--- config.mk ---
export PLATFORM = sky130hd
export DESIGN_NAME = hbv_pair_decoder
export DESIGN_NICKNAME = d
export VERILOG_FILES = /design/src/rtl/hbv_pair_decoder.sv
export SDC_FILE = /design/constraint.sdc
export NUM_CORES = 1
export LEC_CHECK = 0
export CORE_ASPECT_RATIO = 0.75
export CORE_MARGIN = 2
export CORE_UTILIZATION = 45
export CTS_BUF_LIST = sky130_fd_sc_hd__clkbuf_2
export DETAILED_ROUTE_END_ITERATION = 6
export PLACE_DENSITY = 0.76
export SYNTH_ARGS = -nofsm -noshare
export SYNTH_HDL_FRONTEND = slang
export SYNTH_SLANG_ARGS = --single-unit
--- constraint.sdc ---
create_clock -name clk -period 3.1 [get_ports clk]
set_input_delay 0.465 -clock clk [delete_from_list [all_inputs] [get_ports clk]]
set_output_delay 0.465 -clock clk [all_outputs]
set_load 0.02 [all_outputs]
--- src/rtl/hbv_pair_decoder.sv ---
// MP3 big_values Huffman pair decoder for linbits tables 16-31.
// Serial codeword + linbits + sign bits in, signed (x, y) pairs out.
module hbv_pair_decoder #(
  parameter int MAX_CODE_LEN = 19,
  parameter int MAX_LINBITS  = 13,
  parameter int OUT_W        = 16
) (
  input  logic                    clk,
  input  logic                    rst,
  input  logic                    start,
  input  logic [3:0]              linbits,
  input  logic [8:0]              num_pairs,
  input  logic                    in_valid,
  input  logic                    in_bit,
  output logic                    in_ready,
  output logic [4:0]              cb_len,
  output logic [MAX_CODE_LEN-1:0] cb_bits,
  input  logic                    cb_hit,
  input  logic [3:0]              cb_x,
  input  logic [3:0]              cb_y,
  output logic                    out_valid,
  input  logic                    out_ready,
  output logic [OUT_W-1:0]        x_val,
  output logic [OUT_W-1:0]        y_val,
  output logic                    busy,
  output logic                    done,
  output logic                    err
);

  typedef enum logic [2:0] {
    IDLE, CODE, XLIN, XSIGN, YLIN, YSIGN, OUT
  } state_t;

  localparam logic [4:0] CL = 5'(MAX_CODE_LEN);
  localparam logic [3:0] LM = 4'(MAX_LINBITS);

  state_t state;
  state_t code_nxt;
  logic [3:0] lb, ax, ay, lcnt;
  logic [8:0] np, pcnt;
  logic [MAX_LINBITS-1:0] xlin, ylin;
  logic xsign, ysign;
  logic hit, ovf, take, xs_n, ys_n;
  logic [OUT_W-1:0] xmag, ymag, x_nxt, y_nxt;
  logic [MAX_CODE_LEN-1:0] top_bit;

  function automatic state_t y_first(input logic [3:0] a,
                                     input logic [3:0] l);
    if (a == 4'd15 && l != 4'd0) return YLIN;
    if (a != 4'd0) return YSIGN;
    return OUT;
  endfunction

  function automatic state_t x_first(input logic [3:0] a,
                                     input logic [3:0] b,
                                     input logic [3:0] l);
    if (a == 4'd15 && l != 4'd0) return XLIN;
    if (a != 4'd0) return XSIGN;
    return y_first(b, l);
  endfunction

  assign hit = state == CODE && cb_len != 5'd0 && cb_hit;
  assign ovf = state == CODE && cb_len == CL && !cb_hit;
  assign code_nxt = x_first(cb_x, cb_y, lb);

  always_comb begin
    in_ready = 1'b0;
    unique case (state)
      CODE:                    in_ready = !hit && !ovf;
      XLIN, XSIGN, YLIN, YSIGN: in_ready = 1'b1;
      default:                 in_ready = 1'b0;
    endcase
  end

  assign take = in_valid && in_ready;

  // the final sign bit is folded in on the same edge that enters OUT
  assign xs_n  = (state == XSIGN) ? in_bit : xsign;
  assign ys_n  = (state == YSIGN) ? in_bit : ysign;
  assign xmag  = OUT_W'(ax) + OUT_W'(xlin);
  assign ymag  = OUT_W'(ay) + OUT_W'(ylin);
  assign x_nxt = xs_n ? -xmag : xmag;
  assign y_nxt = ys_n ? -ymag : ymag;

  assign top_bit = {in_bit, {(MAX_CODE_LEN-1){1'b0}}};

  always_ff @(posedge clk) begin
    if (rst) begin
      state     <= IDLE;
      lb        <= '0;
      np        <= '0;
      pcnt      <= '0;
      ax        <= '0;
      ay        <= '0;
      lcnt      <= '0;
      xlin      <= '0;
      ylin      <= '0;
      xsign     <= 1'b0;
      ysign     <= 1'b0;
      cb_len    <= '0;
      cb_bits   <= '0;
      out_valid <= 1'b0;
      x_val     <= '0;
      y_val     <= '0;
      busy      <= 1'b0;
      done      <= 1'b0;
      err       <= 1'b0;
    end else begin
      done <= 1'b0;
      err  <= 1'b0;
      unique case (state)
        IDLE: begin
          if (start) begin
            lb      <= (linbits > LM) ? LM : linbits;
            np      <= num_pairs;
            pcnt    <= '0;
            cb_len  <= '0;
            cb_bits <= '0;
            if (num_pairs == 9'd0) begin
              done <= 1'b1;
            end else begin
              busy  <= 1'b1;
              state <= CODE;
            end
          end
        end
        CODE: begin
          if (hit) begin
            ax    <= cb_x;
            ay    <= cb_y;
            xlin  <= '0;
            ylin  <= '0;
            xsign <= 1'b0;
            ysign <= 1'b0;
            lcnt  <= lb;
            state <= code_nxt;
            if (code_nxt == OUT) begin
              x_val     <= '0;
              y_val     <= '0;
              out_valid <= 1'b1;
            end
          end else if (ovf) begin
            err   <= 1'b1;
            busy  <= 1'b0;
            state <= IDLE;
          end else if (take) begin
            cb_bits <= cb_bits | (top_bit >> cb_len);
            cb_len  <= cb_len + 5'd1;
          end
        end
        XLIN: begin
          if (take) begin
            xlin <= {xlin[MAX_LINBITS-2:0], in_bit};
            lcnt <= lcnt - 4'd1;
            if (lcnt == 4'd1) state <= XSIGN;
          end
        end
        XSIGN: begin
          if (take) begin
            xsign <= in_bit;
            lcnt  <= lb;
            state <= y_first(ay, lb);
            if (y_first(ay, lb) == OUT) begin
              x_val     <= x_nxt;
              y_val     <= y_nxt;
              out_valid <= 1'b1;
            end
          end
        end
        YLIN: begin
          if (take) begin
            ylin <= {ylin[MAX_LINBITS-2:0], in_bit};
            lcnt <= lcnt - 4'd1;
            if (lcnt == 4'd1) state <= YSIGN;
          end
        end
        YSIGN: begin
          if (take) begin
            ysign     <= in_bit;
            x_val     <= x_nxt;
            y_val     <= y_nxt;
            out_valid <= 1'b1;
            state     <= OUT;
          end
        end
        OUT: begin
          if (out_ready) begin
            out_valid <= 1'b0;
            pcnt      <= pcnt + 9'd1;
            if (pcnt + 9'd1 == np) begin
              busy  <= 1'b0;
              done  <= 1'b1;
              state <= IDLE;
            end else begin
              cb_len  <= '0;
              cb_bits <= '0;
              state   <= CODE;
            end
          end
        end
        default: state <= IDLE;
      endcase
    end
  end

endmodule

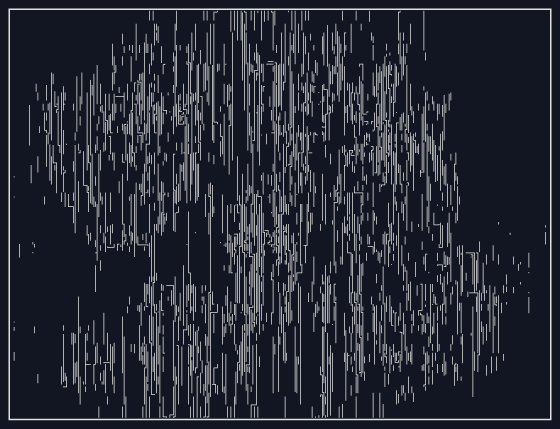
Figure 1: signal wires on met2.
longest straight run: 34.7 microns
wire length on this layer: 7760 microns
share of all routed wire: 44%
nets with wire on the layer: 829

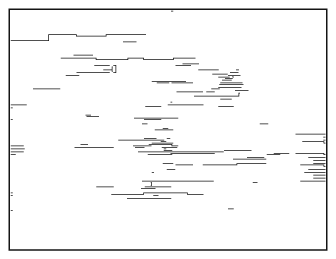
Figure 2: met3 routing.
wire length on this layer: 989 microns
share of all routed wire: 5.6%

==> run notes <==
This memo summarizes the results of the implementation run.

Finish
The antenna cell count is 0. The number of nets in the final layout is 1022. The layout overhead on the synthesized area is 20.0%. The count of filler cells inserted in the layout is between 1000 and 1500. The tally of non-filler cells in the final layout is roughly 1200. The post-route cell area is 8250 sq um.

Per the final layout report, the fraction of cells sized above drive strength 1 comes to 0.0719.

Worst setup path
The worst setup path category is flop to flop. The worst setup path is captured at a flop. The top fanout value on the critical path is 5. The script reports the combined buffer and inverter count of the critical path as 1. The signal on the critical path passes through ha_1 -> fa_1 -> a211oi_2 -> nor2_1 -> xnor2_1 -> or3_1 -> nor4_1 -> buf_4 -> nand2_1 -> o31ai_1 -> a21oi_1. The required time at the worst-slack endpoint is approximately 3.7 ns. Per the OpenROAD timing report, the critical path contains 11 cells.

The data arrival time of the critical path is 3.48 ns. The kind of cell with the highest combined delay on the critical path is simple AND/OR/NAND/NOR gates. The worst register-to-register path depth is 11.

Per the STA report, the cell with the highest stage delay on the worst path is fa_1. The worst setup path is launched from a flop. The worst setup path startpoint is ay[0]$_SDFFE_PP0P_.

STA
In the final timing run, aggregate negative setup slack is 0 ns. The setup violation total in the final timing report is 0. Setup repair after global routing left no endpoint under its margin. The smallest clock period supported by the final layout is computed as slightly below 3 ns. The final-report hold violation count is 0. The critical path in the final layout is reported with a setup slack of 0.204 ns. The slew at the pin with the worst max-slew slack is 1.03 ns. Across the routed clock network, the largest skew measured is 0.0320 ns. In this build the clock could be raised as far as 0.345 GHz. Per the final report, max-transition violations number 0.

The worst hold margin is about 0.32 ns. The max-slew check reports its worst relative slack as 0.312.

Power and ir drop
The switching share of total power is 0.283. The share of total power dissipated in the clock network is 0.343. Power comes to 3.08 mW. The power report attributes to the sequential group a share of 0.536.

The report lists the power per cell area as 373 nW/um^2. The net switching component of the power is between 0.8 and 0.9 mW. Internal power comes to 2.20 mW.

Drt
The final routed wirelength across all metal layers is 17700 microns. The DRC marker count from the first detailed-route iteration is 643. The via density per instance is 5.62. According to the report, the first pass of detailed routing completed in 5 iterations. The number of routed nets with antenna violations is 0.

Global routing
The number of antenna violations at the first check in global routing came to 0. The overall routing resource usage is 0.218. The global router reports that the layer with the highest usage is met2. The maximum number of pins on one net before global-route repair is 44.

The met2 track utilization from global routing is 0.330. Recorded from the global router log, the overflow total was 0. For this run, global-route usage on met3 was measured as 0.0514.

CTS
The number of hold buffers added after cts is 0. On the reported timing paths, the clock transition at the registers reads 0.19 ns. The post-CTS setup buffer count is 0. Buffers inserted during clock tree synthesis total 17. Clock latency on the worst-skew pair, taken at its later pin, is 0.70 ns. The total of cells resized after clock tree synthesis is 1.

The clock tree from TritonCTS is done.

Synthesis
The flop and latch count out of synthesis is 125. The cell-mix breakdown from Yosys lists the simple-gate area share as 0.258. Of the total synthesized cell area, the portion taken by XOR and XNOR cells is 0.0675.

The area fraction in full adders, half adders and majority gates is 0.0331. The sequential share of the synthesized area is 0.364. Synthesis instantiated between 60 and 70 different standard cells from the library. After synthesis, the cell types taking the most area are dfxtp_1 36%, a21oi_1 7.3%, nand2_1 6.5%. dfxtp_1 takes more of the synthesized area than any other cell. The netlist area before placement is 6880 sq um. After synthesis, the share of cell area in mux cells is 0.0105.

In the synthesis report, Yosys lists the chip area as 6880 sq um. The share of flip-flops with an asynchronous set or reset after synthesis is 0. During synthesis, Yosys emitted a total of 0 warnings. The number of cells reported by Yosys stat comes to ~900.

The count of flip-flops with a built-in enable after synthesis is 0. Looking at the cell usage after synthesis, the top flip-flop cell is dfxtp_1. After technology mapping, the gate count stands at around 900. In the post-synthesis netlist, the cell with the most instances is dfxtp_1. The area share of the leading cell type in the synthesized netlist is 0.364.

The synthesized area divided by synthesized cell count is 7.64 sq um. The largest non-sequential cell family by area is simple AND/OR/NAND/NOR gates.

Run status
The run finished with clean final reports.

Floorplanning
The number of primary I/O pins is a little under 90. In this run the standard cell core region covers 15100 sq um. According to the floorplan report, the die height is 111 microns. The die outline width is 147 microns. In this run the full chip footprint comes out at 16300 sq um.

Place
The number of placed instances, taps included, is 1162. The buffer_ports step reported a buffer count of approximately 88. The global placement routability congestion is 0.908. The area of placed instances is 7980 sq um.

Hold path
The most critical min-delay path falls under input pin to flop. The startpoint identified for the worst hold timing path is num_pairs[1]. The worst hold path stage count is 3.

Run
The number of max-cap violations is 0.
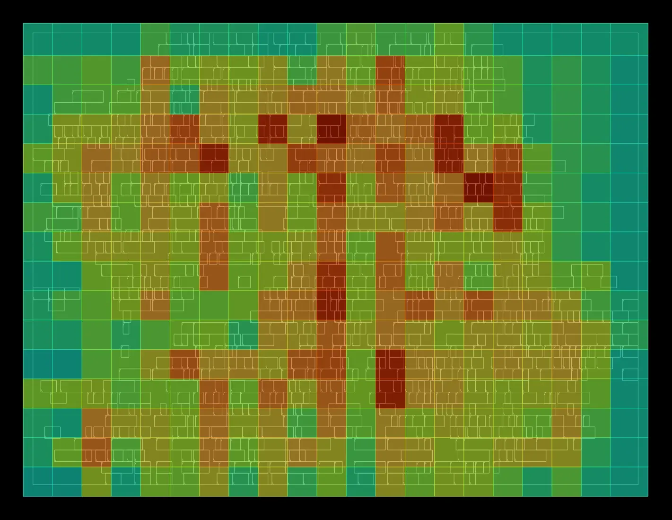
Figure 3: track usage over the die.
post-route core utilization: 0.547
average wire length per cell after detail routing: 14.8 microns

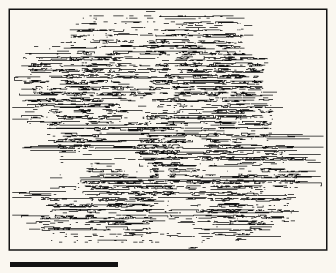
Figure 4: signal wires on met1.
The bar under the picture is 50 microns long.
main direction: horizontal
share of all routed wire: 50%
wire length on this layer: 8770 microns
longest straight run: 42.8 microns
nets with wire on the layer: 948

final timing paths:
check	slack [ns]	endpoint
worst max-delay path	0.20	y_val[14]$_SDFFE_PP0P_
worst min-delay path	0.32	np[1]$_SDFFE_PP0P_
worst max register to register	0.20	y_val[14]$_SDFFE_PP0P_
worst min register to register	0.46	x_val[9]$_SDFFE_PP0P_
tightest hold or removal path: cells and delay by family:
kind	cells	cell delay, ns
AND-OR/OR-AND	1	0.05
AND/OR/NAND/NOR	1	0.06
buffers and inverters	1	0.42
layout make-up:
type | instances | area, sq um | share of cell area
flip-flops and latches | 125 | 2500 | 0.303
clock inverters | 12 | 149 | 0.0180
well taps | 205 | 256 | 0.0311
repair buffers | 117 | 1090 | 0.132
multi-input cells | 696 | 4090 | 0.496
clock buffers | 18 | 90.1 | 0.0109
inverters | 20 | 75.1 | 0.00910
cells in the final DEF, fill, tap and decap left out, drive strengths merged, types with 19 or more instances in the layout:
| cell | count |
|---|---|
| nand3 | 54 |
| xor2 | 31 |
| o21ai | 34 |
| nor2 | 94 |
| inv | 20 |
| clkbuf | 19 |
| xnor2 | 22 |
| nor3 | 29 |
| dfxtp | 125 |
| clkdlybuf4s50 | 86 |
| a31oi | 27 |
| a21oi | 101 |
| nand2 | 119 |
| buf | 30 |
layer usage:
layer	up-vias	wire length, microns
li1	3357	-
met1	3137	8770
met2	193	7760
met3	14	988
met4	0	160
met5	-	0
power by group through the flow:
stage               Combinational [mW]  Sequential (mW)  Clock [mW]
floorplan                        0.234             1.69           0
detailed placement               0.368             1.68           0
global placement                 0.364             1.68           0
CTS                              0.367             1.65        1.08
finish                           0.370             1.65        1.06
global route                     0.406             1.65        1.16
registers in the layout, indices dropped and copies added (netlist names), 5 cells and up:
register,count
y_val,16
xlin,13
cb_bits,19
pcnt,9
ylin,13
x_val,16
cb_len,5
np,9
No activity file was given, so power comes from the tool's default toggle rates.
